<file path="config.mk">
export PLATFORM = sky130hd
export DESIGN_NAME = run_monitor
export DESIGN_NICKNAME = d
export VERILOG_FILES = /design/src/rtl/run_monitor.sv
export SDC_FILE = /design/constraint.sdc
export NUM_CORES = 1
export LEC_CHECK = 0
export CAP_MARGIN = 20
export CORE_MARGIN = 1
export CORE_UTILIZATION = 40
export CTS_CLUSTER_DIAMETER = 150
export CTS_CLUSTER_SIZE = 40
export DETAILED_ROUTE_END_ITERATION = 12
export MAX_ROUTING_LAYER = met4
export PLACE_DENSITY = 0.7
export SYNTH_ARGS = -nofsm -noshare
export SYNTH_HDL_FRONTEND = slang
export SYNTH_SLANG_ARGS = --single-unit
</file>
<file path="constraint.sdc">
create_clock -name clk -period 4.9 [get_ports clk]
set_clock_uncertainty 0.2 [all_clocks]
set_input_delay 0.98 -clock clk [delete_from_list [all_inputs] [get_ports clk]]
set_output_delay 0.98 -clock clk [all_outputs]
set_load 0.005 [all_outputs]
</file>
<file path="src/rtl/run_monitor.sv">
// Run/halt monitor: watches the fetch PC for a halt sentinel, drains, then flags done or watchdog timeout.
// Optional macro RUN_MONITOR_STALL_STATS_EN enables the stall_count register (otherwise tied to 0).
module run_monitor #(
  parameter logic [31:0] HALT_PC      = 32'h80088008,
  parameter int unsigned DRAIN_CYCLES = 2,
  parameter int unsigned MAX_CYCLES   = 1_000_000,
  parameter int unsigned CNT_W        = 32
) (
  input  logic             clk,
  input  logic             rst,
  input  logic             enable,
  input  logic [31:0]      next_pc,
  input  logic             pc_valid,
  input  logic             retire,
  output logic             running,
  output logic             done,
  output logic             timeout,
  output logic [CNT_W-1:0] cycle_count,
  output logic [CNT_W-1:0] retire_count,
  output logic [CNT_W-1:0] stall_count
);

  typedef enum logic [2:0] {IDLE, RUN, DRAIN, DONE, TIMEOUT} state_t;

  localparam int unsigned DW = (DRAIN_CYCLES > 1) ? $clog2(DRAIN_CYCLES) : 1;
  localparam logic [DW-1:0] DRAIN_LOAD =
    (DRAIN_CYCLES > 0) ? DW'(DRAIN_CYCLES - 1) : '0;
  localparam bit WD_EN = (MAX_CYCLES != 0);
  localparam logic [CNT_W-1:0] WD_LAST =
    (MAX_CYCLES != 0) ? CNT_W'(MAX_CYCLES - 1) : '0;

  state_t        state_q, state_d;
  logic [DW-1:0] drain_cnt;
  logic          sentinel;
  logic          cnt_en;

  assign sentinel = pc_valid && (next_pc == HALT_PC);
  assign cnt_en   = (state_q == RUN) || (state_q == DRAIN);

  always_ff @(posedge clk or posedge rst) begin
    if (rst) state_q <= IDLE;
    else     state_q <= state_d;
  end

  // Sentinel wins over the watchdog when both fire in the same RUN cycle.
  always_comb begin
    state_d = state_q;
    unique case (state_q)
      IDLE:    if (enable) state_d = RUN;
      RUN: begin
        if (sentinel)
          state_d = (DRAIN_CYCLES == 0) ? DONE : DRAIN;
        else if (WD_EN && (cycle_count == WD_LAST))
          state_d = TIMEOUT;
      end
      DRAIN:   if (drain_cnt == '0) state_d = DONE;
      default: state_d = state_q;
    endcase
  end

  always_comb begin
    running = (state_q == RUN) || (state_q == DRAIN);
    done    = (state_q == DONE);
    timeout = (state_q == TIMEOUT);
  end

  always_ff @(posedge clk or posedge rst) begin
    if (rst) begin
      drain_cnt <= '0;
    end else if ((state_q == RUN) && sentinel) begin
      drain_cnt <= DRAIN_LOAD;
    end else if ((state_q == DRAIN) && (drain_cnt != '0)) begin
      drain_cnt <= drain_cnt - DW'(1);
    end
  end

  // Counters saturate at all-ones rather than wrapping.
  always_ff @(posedge clk or posedge rst) begin
    if (rst) begin
      cycle_count  <= '0;
      retire_count <= '0;
    end else if (cnt_en) begin
      if (cycle_count != '1)
        cycle_count <= cycle_count + CNT_W'(1);
      if (retire && (retire_count != '1))
        retire_count <= retire_count + CNT_W'(1);
    end
  end

`ifdef RUN_MONITOR_STALL_STATS_EN
  always_ff @(posedge clk or posedge rst) begin
    if (rst) begin
      stall_count <= '0;
    end else if ((state_q == RUN) && !pc_valid && (stall_count != '1)) begin
      stall_count <= stall_count + CNT_W'(1);
    end
  end
`else
  assign stall_count = '0;
`endif

endmodule
</file>
==> impl_metrics.json, run 1 <==
{
  "status": "complete, no violations",
  "wl_met3_um": 385,
  "slowest_delay_ps": 470,
  "final_max_slew_viol_count": 0,
  "rsz0062_at_grt": "false",
  "power_leader": "registers",
  "power.share.clock_pct": 40.3,
  "via_per_inst": 4.98,
  "switchingPower_uw": 226,
  "critPathTopFamily": "buffers and inverters",
  "warning_count": 26,
  "async_flop_share_pct": 100,
  "cellLeakagePower_uw": 0.00226,
  "worstSetupStartpoint": "state_q[1]",
  "gp_congestion": 0.843,
  "maxSlewHeadroom_pct": 58.6,
  "total_power_uw": 1040,
  "xor_share_pct": 13.5,
  "drt-initial-drc-count": 75,
  "grt_pass1_wl_mm": 14.2,
  "htreeDepth": 3,
  "area_leaders": "dfrtp_1 44%, xor2_1 7.7%, buf_4 6.6%",
  "grt_pass1_vias": 2933,
  "hold_path_class": "register to register",
  "hold_viol": 0,
  "synth.top_cell.area_share_pct": 43.8,
  "post_drt_wl_per_cell_um": 13.8,
  "drc_errors": 0
}
-- run 1: registers in the layout, summed over array words and instances (netlist names) --
name	cells
retire_count	32
state_q	3
cycle_count	32
drain_cnt	1
-- run 1: metrics by stage --
stage / setup WS, ps / hold WS, ps / cells / area [um2]
after floorplan: 2010 / 277 / 408 / 4010
final: 1890 / 288 / 619 / 5130
after CTS: 1870 / 296 / 618 / 5110
after global placement: 1890 / 271 / 604 / 4930
after global routing: 1820 / 311 / 619 / 5130
after detailed placement: 1760 / 285 / 604 / 4930
-- run 1: layout make-up --
cell class	count	area, um2
fill	868	4200
sequential	68	1700
clock inverter	2	10.0
inverter	4	15.0
multi-input combinational	299	2020
tap	129	161
clock buffer	12	165
timing repair buffer	105	1060
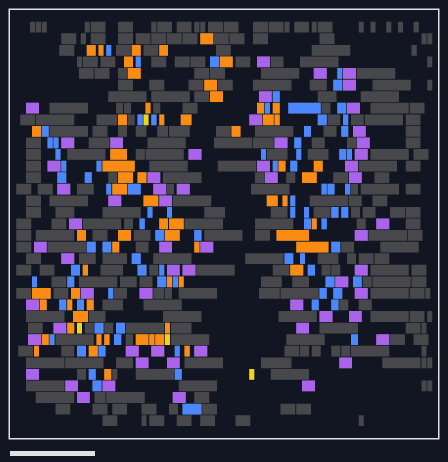
Run 1: gate-type map
Scale bar: 20 um.
color	family	cells	most used
blue	NAND gates	82	nand2_1
orange	NOR gates	63	nor2_1
purple	XOR/XNOR gates	60	xor2_1
yellow	inverters	4	inv_1
most instantiated logic cell after routing: clkdlybuf4s50_1
logic share of the area: 39.3%
Finished Layout Cells: 619

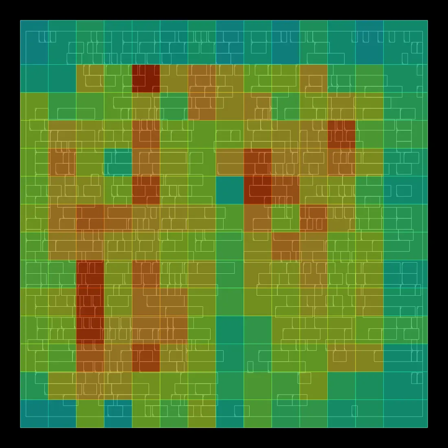
Run 1: routing congestion
GRT busiest layer: met2
GR met3 Demand/Resource: 5.27%
met2 Usage GRT: 29.2%
total track usage: 18.4%
met1 usage: 23.4%

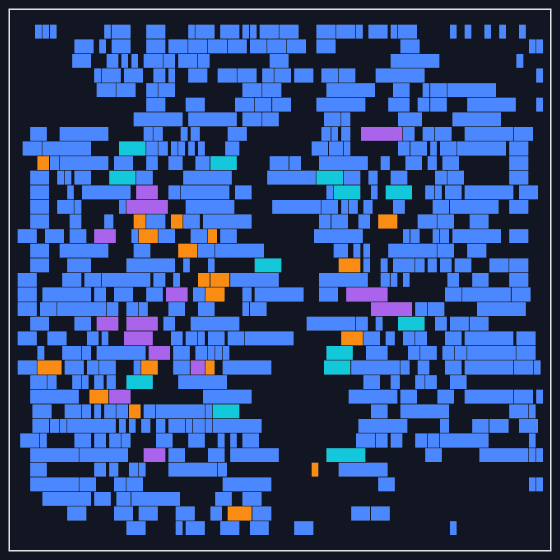
Run 1: drive-strength map
color	size	cells	share
cyan	_6 and larger	13	2.7%
orange	_2 cells	19	3.9%
blue	_0 and _1 cells	444	91%
purple	_3 and _4 cells	14	2.9%
final worst slack: 1890 ps
fin area: 0.00513 mm2
area grow syn2layout: 31.9%

==> run 1 -> run 2 <==
- PLACE_DENSITY: 0.7 -> 0.73
- clock period: 4.9 -> 2.6 ns (I/O delays scaled with it)
==> impl_metrics.json, run 2 <==
{
  "via_per_inst": 5.03,
  "fillers": 830,
  "clkCellAreaFrac_pct": 3.89,
  "drt-initial-drc-count": 69,
  "area_leaders": "dfrtp_1 44%, xor2_1 7.7%, buf_4 6.6%",
  "hold_ws_ps": 279,
  "cellLeakagePower_uw": 0.00230,
  "gp_congestion": 0.848,
  "status": "complete, no violations",
  "async_flop_share_pct": 100,
  "comb_area_mm2": 0.00203,
  "regArea_mm2": 0.00170,
  "hold_path_class": "input pin to asynchronous set/reset pin",
  "layout_top_cell": "clkdlybuf4s50_1",
  "drc_errors": 0,
  "nNonClkBuffers": 110,
  "dpl_worst_slack_ps": 76.9,
  "sh_seq_area_pct": 32.6,
  "grt_pass1_vias": 2966,
  "final_max_slew_viol_count": 0,
  "layout.nonclk_buf_share_pct": 21.3
}
==> run 2: metal layers <==
layer,share of wire [%],up-vias,GRT usage (%)
met2,50,104,29.3
met4,1.4,0,6.69
met5,0,-,-
met3,4.6,9,3.54
li1,-,1512,-
met1,44,1522,23.3
==> run 2: worst paths after layout <==
kind,from,end,slack [ps],cells after the start
max,state_q[1],running,70,3
min,rst,retire_count[4],280,2
max reg2reg,cycle_count[0],cycle_count[29],330,6
min reg2reg,retire_count[11],retire_count[11],300,1
max in group asynchronous,rst,cycle_count[17],1230,4
min in group clk,retire_count[11],retire_count[11],300,1
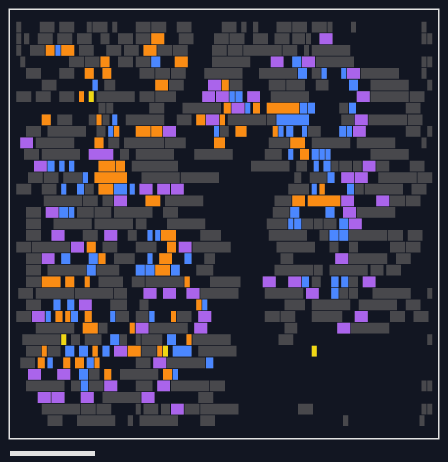
Run 2: gate-type map
Scale bar: 20 um.
color	family	cells	most used
blue	NAND gates	82	nand2_1
purple	XOR/XNOR gates	60	xor2_1
yellow	inverters	4	inv_1
orange	NOR gates	63	nor2_1
Finished Layout Cells: 626
logic share of the area: 38.8%

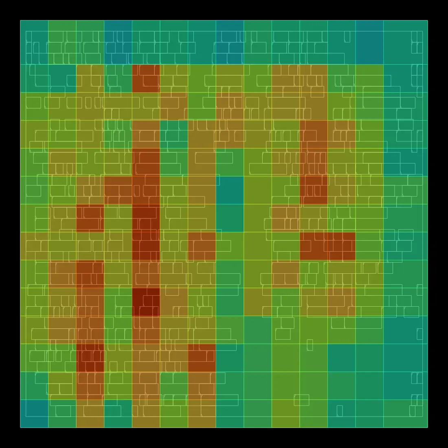
Run 2: routing congestion
total track usage: 18.4%
met2 Usage GRT: 29.3%
met1 usage: 23.3%

